### PDN straps and rails

The bar under the picture is 20 um long. Pins as bars on the die edge. Tap cells in grey.
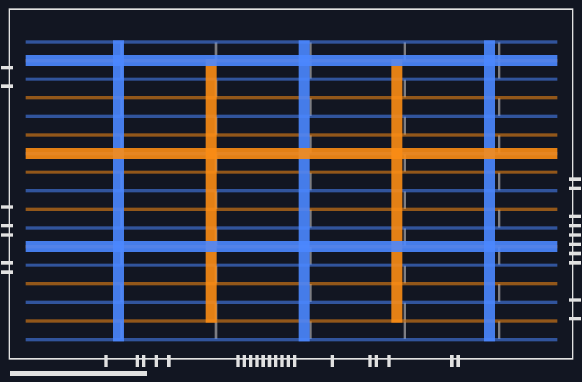
### Cell classes on the final placement

The bar under the picture is 20 um long.
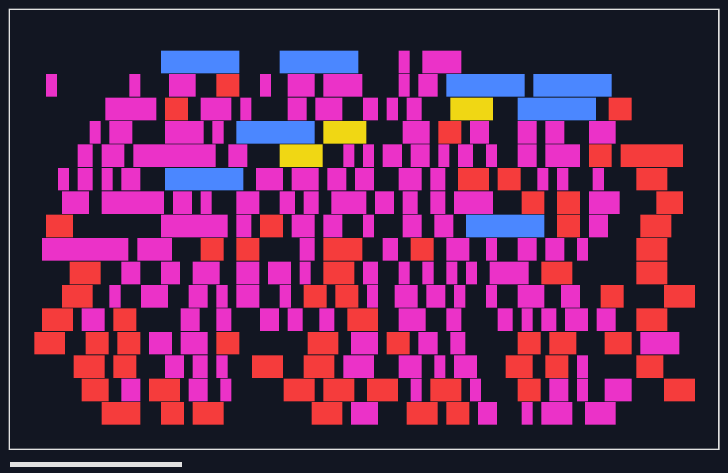
### Clock distribution

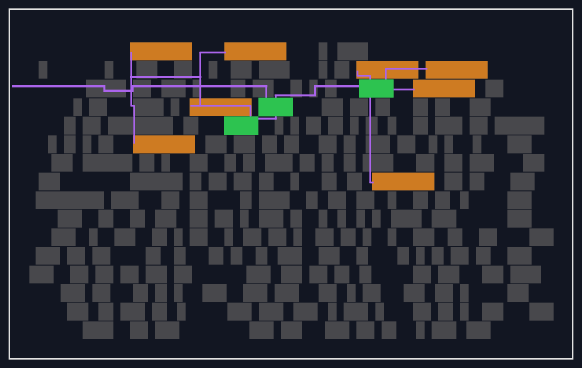
===== config.mk =====
export PLATFORM = sky130hd
export DESIGN_NAME = uc_multicycle
export DESIGN_NICKNAME = d
export VERILOG_FILES = /design/src/rtl/uc_mc_pkg.sv /design/src/rtl/alu_deco_ext.sv /design/src/rtl/uc_multicycle.sv
export SDC_FILE = /design/constraint.sdc
export NUM_CORES = 1
export LEC_CHECK = 0
export CAP_MARGIN = 20
export CELL_PAD_IN_SITES_DETAIL_PLACEMENT = 1
export CELL_PAD_IN_SITES_GLOBAL_PLACEMENT = 1
export CORE_ASPECT_RATIO = 0.6
export CORE_MARGIN = 2
export CORE_UTILIZATION = 34
export CTS_BUF_LIST = sky130_fd_sc_hd__clkbuf_2 sky130_fd_sc_hd__clkbuf_4 sky130_fd_sc_hd__clkbuf_8
export CTS_CLUSTER_SIZE = 20
export DETAILED_ROUTE_END_ITERATION = 6
export HOLD_SLACK_MARGIN = 0.03
export PLACE_DENSITY_LB_ADDON = 0.1
export SLEW_MARGIN = 5
export SYNTH_ARGS = -nofsm -noshare
export SYNTH_HDL_FRONTEND = slang
export SYNTH_SLANG_ARGS = --single-unit

===== constraint.sdc =====
create_clock -name clk -period 2.69 [get_ports clk]
set_clock_uncertainty 0.2 [all_clocks]
set_input_delay 0.4035 -clock clk [delete_from_list [all_inputs] [get_ports clk]]
set_output_delay 0.4035 -clock clk [all_outputs]
set_load 0.005 [all_outputs]

===== src/rtl/uc_mc_pkg.sv =====
// Shared encodings for the multicycle control unit: FSM states, opcodes,
// ALU operation codes, ALU op classes and datapath mux select codes.
// UC_MC_ILLEGAL_TRAP_EN adds the StTrap state for unknown opcodes.
`timescale 1ns / 1ps

package uc_mc_pkg;

    typedef enum logic [3:0] {
        StFetch    = 4'd0,
        StDecode   = 4'd1,
        StMemAdr   = 4'd2,
        StMemRead  = 4'd3,
        StMemWb    = 4'd4,
        StMemWrite = 4'd5,
        StExecR    = 4'd6,
        StExecI    = 4'd7,
        StAluWb    = 4'd8,
        StJal      = 4'd9,
        StBranch   = 4'd10,
        StErr      = 4'd11
`ifdef UC_MC_ILLEGAL_TRAP_EN
        ,StTrap    = 4'd12
`endif
    } ucState_e;

    // Opcodes (IR[6:0])
    localparam logic [6:0] OpLoad   = 7'b0000011;
    localparam logic [6:0] OpStore  = 7'b0100011;
    localparam logic [6:0] OpRType  = 7'b0110011;
    localparam logic [6:0] OpImm    = 7'b0010011;
    localparam logic [6:0] OpJal    = 7'b1101111;
    localparam logic [6:0] OpBranch = 7'b1100011;

    // ALUControl codes
    localparam logic [3:0] AluAdd  = 4'd0;
    localparam logic [3:0] AluSub  = 4'd1;
    localparam logic [3:0] AluAnd  = 4'd2;
    localparam logic [3:0] AluOr   = 4'd3;
    localparam logic [3:0] AluXor  = 4'd4;
    localparam logic [3:0] AluSlt  = 4'd5;
    localparam logic [3:0] AluSltu = 4'd6;
    localparam logic [3:0] AluSll  = 4'd7;
    localparam logic [3:0] AluSrl  = 4'd8;
    localparam logic [3:0] AluSra  = 4'd9;

    // ALU op classes
    localparam logic [1:0] AluOpAdd   = 2'b00;
    localparam logic [1:0] AluOpSub   = 2'b01;
    localparam logic [1:0] AluOpFunct = 2'b10;

    // Result mux
    localparam logic [1:0] ResAluOut    = 2'b00;
    localparam logic [1:0] ResData      = 2'b01;
    localparam logic [1:0] ResAluResult = 2'b10;

    // ALU A / B muxes
    localparam logic [1:0] SrcAPc    = 2'b00;
    localparam logic [1:0] SrcAOldPc = 2'b01;
    localparam logic [1:0] SrcARs1   = 2'b10;
    localparam logic [1:0] SrcBRs2   = 2'b00;
    localparam logic [1:0] SrcBImm   = 2'b01;
    localparam logic [1:0] SrcBFour  = 2'b10;

    // Immediate formats
    localparam logic [1:0] ImmI = 2'b00;
    localparam logic [1:0] ImmS = 2'b01;
    localparam logic [1:0] ImmB = 2'b10;
    localparam logic [1:0] ImmJ = 2'b11;

    // Immediate format follows the opcode alone, independent of FSM state
    function automatic logic [1:0] immSel(input logic [6:0] opc);
        logic [1:0] sel;
        case (opc)
            OpLoad, OpImm: sel = ImmI;
            OpStore:       sel = ImmS;
            OpBranch:      sel = ImmB;
            OpJal:         sel = ImmJ;
            default:       sel = ImmI;
        endcase
        return sel;
    endfunction

endpackage


===== src/rtl/alu_deco_ext.sv =====
// ALU decoder: maps an ALU op class plus op[5]/funct3/funct7[5] to an
// ALUControl code, zero-extended to ALU_CTRL_W bits.
`timescale 1ns / 1ps

module alu_deco_ext
    import uc_mc_pkg::*;
#(
    parameter int unsigned ALU_CTRL_W = 4
) (
    input  logic [1:0]            aluOp,
    input  logic                  op5,
    input  logic [2:0]            f3,
    input  logic                  f7,
    output logic [ALU_CTRL_W-1:0] aluControl
);

    logic [3:0] code;

    // Class decode; funct class resolves the operation from funct3/funct7
    always_comb begin
        code = AluAdd;
        unique case (aluOp)
            AluOpAdd: code = AluAdd;
            AluOpSub: code = AluSub;
            AluOpFunct: begin
                unique case (f3)
                    3'b000: code = (op5 & f7) ? AluSub : AluAdd;
                    3'b001: code = AluSll;
                    3'b010: code = AluSlt;
                    3'b011: code = AluSltu;
                    3'b100: code = AluXor;
                    3'b101: code = f7 ? AluSra : AluSrl;
                    3'b110: code = AluOr;
                    3'b111: code = AluAnd;
                endcase
            end
            default: code = AluAdd;
        endcase
    end

    assign aluControl = ALU_CTRL_W'(code);

endmodule


===== src/rtl/uc_multicycle.sv =====
// Multicycle RV32I control unit: Moore FSM over a shared memory port with a
// ready handshake and timeout, full branch set and extended ALU decode.
// UC_MC_ILLEGAL_TRAP_EN: unknown opcodes trap (illegal=1, held until reset);
// when undefined they retire as NOPs and illegal is tied low.
`timescale 1ns / 1ps

module uc_multicycle
    import uc_mc_pkg::*;
#(
    parameter int unsigned ALU_CTRL_W  = 4,
    parameter int unsigned MEM_TIMEOUT = 15,
    parameter int unsigned TO_CNT_W    = 4
) (
    input  logic                  clk,
    input  logic                  reset,
    input  logic [6:0]            op,
    input  logic [2:0]            f3,
    input  logic                  f7,
    input  logic                  zero,
    input  logic                  lt,
    input  logic                  ltu,
    input  logic                  mem_ready,
    output logic                  pcWrite,
    output logic                  adrSrc,
    output logic                  memRead,
    output logic                  memWrite,
    output logic                  irWrite,
    output logic [1:0]            resSrc,
    output logic [1:0]            aluSrcA,
    output logic [1:0]            aluSrcB,
    output logic [1:0]            inmSrc,
    output logic [ALU_CTRL_W-1:0] ALUControl,
    output logic                  regWrite,
    output logic                  instr_done,
    output logic                  bus_err,
    output logic                  illegal
);

    localparam logic [TO_CNT_W-1:0] ToLimit = TO_CNT_W'(MEM_TIMEOUT);

    ucState_e              stateQ, stateD;
    logic [TO_CNT_W-1:0]   toCntQ, toCntD, toCntInc;
    logic [1:0]            aluOp;
    logic                  aluOp5;
    logic [ALU_CTRL_W-1:0] aluCtrlDec;
    logic                  waiting;
    logic                  taken;

    assign toCntInc = toCntQ + TO_CNT_W'(1);

    // Branch resolution from funct3 and comparator flags
    always_comb begin
        unique case (f3)
            3'b000:  taken = zero;
            3'b001:  taken = ~zero;
            3'b100:  taken = lt;
            3'b101:  taken = ~lt;
            3'b110:  taken = ltu;
            3'b111:  taken = ~ltu;
            default: taken = 1'b0;
        endcase
    end

    // Next state, timeout counter and Moore outputs
    always_comb begin
        stateD     = stateQ;
        waiting    = 1'b0;
        pcWrite    = 1'b0;
        adrSrc     = 1'b0;
        memRead    = 1'b0;
        memWrite   = 1'b0;
        irWrite    = 1'b0;
        resSrc     = ResAluOut;
        aluSrcA    = SrcAPc;
        aluSrcB    = SrcBRs2;
        inmSrc     = immSel(op);
        aluOp      = AluOpAdd;
        aluOp5     = op[5];
        regWrite   = 1'b0;
        instr_done = 1'b0;
        bus_err    = 1'b0;
        illegal    = 1'b0;

        unique case (stateQ)
            StFetch: begin
                memRead = 1'b1;
                if (mem_ready) begin
                    irWrite = 1'b1;
                    aluSrcA = SrcAPc;
                    aluSrcB = SrcBFour;
                    resSrc  = ResAluResult;
                    pcWrite = 1'b1;
                    stateD  = StDecode;
                end else begin
                    waiting = 1'b1;
                end
            end
            StDecode: begin
                // Precompute oldPC + imm into ALUOut for branch/jump targets
                aluSrcA = SrcAOldPc;
                aluSrcB = SrcBImm;
                case (op)
                    OpLoad, OpStore: stateD = StMemAdr;
                    OpRType:         stateD = StExecR;
                    OpImm:           stateD = StExecI;
                    OpJal:           stateD = StJal;
                    OpBranch:        stateD = StBranch;
                    default: begin
`ifdef UC_MC_ILLEGAL_TRAP_EN
                        stateD = StTrap;
`else
                        instr_done = 1'b1;
                        stateD     = StFetch;
`endif
                    end
                endcase
            end
            StMemAdr: begin
                aluSrcA = SrcARs1;
                aluSrcB = SrcBImm;
                stateD  = op[5] ? StMemWrite : StMemRead;
            end
            StMemRead: begin
                adrSrc  = 1'b1;
                memRead = 1'b1;
                if (mem_ready) stateD = StMemWb;
                else           waiting = 1'b1;
            end
            StMemWb: begin
                resSrc     = ResData;
                regWrite   = 1'b1;
                instr_done = 1'b1;
                stateD     = StFetch;
            end
            StMemWrite: begin
                adrSrc   = 1'b1;
                memWrite = 1'b1;
                if (mem_ready) begin
                    instr_done = 1'b1;
                    stateD     = StFetch;
                end else begin
                    waiting = 1'b1;
                end
            end
            StExecR: begin
                aluSrcA = SrcARs1;
                aluSrcB = SrcBRs2;
                aluOp   = AluOpFunct;
                stateD  = StAluWb;
            end
            StExecI: begin
                // op[5] masked so funct7 never turns addi into sub
                aluSrcA = SrcARs1;
                aluSrcB = SrcBImm;
                aluOp   = AluOpFunct;
                aluOp5  = 1'b0;
                stateD  = StAluWb;
            end
            StAluWb: begin
                resSrc     = ResAluOut;
                regWrite   = 1'b1;
                instr_done = 1'b1;
                stateD     = StFetch;
            end
            StJal: begin
                // PC <- target held in ALUOut; ALU forms the link oldPC + 4
                aluSrcA = SrcAOldPc;
                aluSrcB = SrcBFour;
                resSrc  = ResAluOut;
                pcWrite = 1'b1;
                stateD  = StAluWb;
            end
            StBranch: begin
                aluSrcA    = SrcARs1;
                aluSrcB    = SrcBRs2;
                aluOp      = AluOpSub;
                resSrc     = ResAluOut;
                pcWrite    = taken;
                instr_done = 1'b1;
                stateD     = StFetch;
            end
            StErr: begin
                inmSrc  = ImmI;
                bus_err = 1'b1;
            end
`ifdef UC_MC_ILLEGAL_TRAP_EN
            StTrap: begin
                inmSrc  = ImmI;
                illegal = 1'b1;
            end
`endif
            default: stateD = StFetch;
        endcase

        // mem_ready on the limiting cycle wins; MEM_TIMEOUT == 0 disables
        if (waiting && (MEM_TIMEOUT != 0) && (toCntInc == ToLimit)) begin
            stateD = StErr;
        end
        toCntD = (stateD != stateQ) ? '0 : (waiting ? toCntInc : toCntQ);

        if (reset) begin
            pcWrite    = 1'b0;
            adrSrc     = 1'b0;
            memRead    = 1'b0;
            memWrite   = 1'b0;
            irWrite    = 1'b0;
            resSrc     = '0;
            aluSrcA    = '0;
            aluSrcB    = '0;
            inmSrc     = '0;
            regWrite   = 1'b0;
            instr_done = 1'b0;
            bus_err    = 1'b0;
            illegal    = 1'b0;
        end
    end

    // State and timeout counter registers
    always_ff @(posedge clk or posedge reset) begin
        if (reset) begin
            stateQ <= StFetch;
            toCntQ <= '0;
        end else begin
            stateQ <= stateD;
            toCntQ <= toCntD;
        end
    end

    alu_deco_ext #(
        .ALU_CTRL_W(ALU_CTRL_W)
    ) uAluDeco (
        .aluOp     (aluOp),
        .op5       (aluOp5),
        .f3        (f3),
        .f7        (f7),
        .aluControl(aluCtrlDec)
    );

    assign ALUControl = reset ? '0 : aluCtrlDec;

endmodule


==> changes_impl.md <==
## Flow update

* Grt met1 use at 36.3%
* FP Util at 36.9%
* Relative slew slack at 56.3%
* Flop-to-flop setup slack at 150 ps
* Post-synth seq share at 16.0%
* Cell taking the most area after synthesis: dfrtp_1
* Ys async rst share at 100%
* Diodes inserted at 0
* Synth unique cells at 53
* Setup crit end: pcWrite
* Hold path startpoint: toCntQ[2]
* Ports at 38
* Flops after synth at 8
* Outcome: complete, no violations
* Critical Path End Type: output port
* Total GRT Usage at 23.9%
* Area figure in the yosys stat output at 1250 um2
* HPWL after DPL at 3780 um
* Crit path required time at 2090 ps
* GR Overflow Total at 0
* Leakage at 0.000816 uW
* CTS clk-pin slew, worst paths at 40 ps
* Hold Crit Endpoint: toCntQ[2]
* Metal3 WL at 305 um
* Hold_ws at 411 ps
* Worst-path fanout max at 12
* Yosys warning count at 0
* Drt pass-1 iters at 4
* Cell count after synthesis at 171
* Ys flop type: dfrtp_1
* RePlAce Congestion at 0.855
* Synthesized area at 1250 um2
* WL/cell at 17.2 um
* Largest net degree at the start of global routing at 27
* Log Warnings at 28
* Met2 usage at 36.2%
* Worst Hold Class: register to register
* CTS sink count at 8
* Hold Violations, Final at 0
Back to the opening pictures, 'PDN straps and rails':
colour	net
blue	VSS
orange	VDD
rows	16
met5 straps	3
Die Span X: 82.2 um
Core Area: 3380 um2
Worst IR Drop VDD: 0.167 mV
Die Y: 50.9 um

Back to the opening pictures, 'Cell classes on the final placement':
colour	class	cells
red	other buffers and delay cells	64
yellow	cells driving clock nets	3
blue	flops	8
magenta	all other logic	148
design area: 1880 um2
fin util: 55.6%
num rows: 16
sequential share of cell area: 10.6%

Back to the opening pictures, 'Clock distribution':
[purple] clock wires | length: 150 um
[green] cells driving clock nets | count: 3
[orange] flip-flops | count: 8
routed clock nets	4
clk ins delay skew pair: 230 ps
Clock power frac: 24.2%

sequential cells by signal, indices dropped and copies added, names as in the netlist:
register and cells:
toCntQ 4, stateQ 4
repair_timing:
item,4_1_cts,5_1_grt
hold buffers,0,0
endpoints found under the setup margin,7,12
cloned,0,0
pin swaps,3,4
setup buffers,1,0
resized,12,13
critical path, stage by stage, from the launching register on:
cell and delay, ps:
dfrtp_1 370, buf_4 180, buf_4 190, nor2_1 120, nand2_1 80, a21boi_2 200
a31o_2 130, clkdlybuf4s50_1 500
layout by cell type (no fill, tap or decap), drive strengths merged, types with 6 or more instances in the layout:
cell type       n
buf            28
clkdlybuf4s50  26
nor2           19
nand2          17
dfrtp           8
o21ai           8
nand2b          7
nor2b           7
dlygate4sd2     7
inv             6
nor3            6
cell families after synthesis:
logic type	after synthesis	synth area share (%)
flops	8	16.0
other cells	1	0.301
simple gates	87	38.4
compound gates	38	25.1
fa+ha+maj	4	4.01
xor+xnor	9	6.32
mux	3	2.41
buf+inv	21	7.42
final cells by class:
type                       count  area [um2]
inverter                       6        22.5
timing repair buffer          64         579
multi-input combinational    142         981
sequential                     8         200
fill                         442        1500
clock buffer                   3        41.3
tap                           45        56.3
where the power goes:
part	internal [uW]	total, uW	switching [uW]
Sequential	134	156	21.8
Clock	97.0	144	47.3
Combinational	147	297	150
through the flow:
stage | TNS (ps) | total power, uW | instance area [um2] | instances | setup WS, ps
finish | 0 | 597 | 1880 | 268 | 87.0
global route | 0 | 644 | 1880 | 268 | 3.02
CTS | 0 | 591 | 1840 | 268 | 32.7
detailed placement | -730 | 444 | 1800 | 264 | -141
global placement | -294 | 427 | 1800 | 264 | -62.9
floorplan | 0 | 311 | 1250 | 171 | 410
Power is estimated from default activity; no workload was simulated.
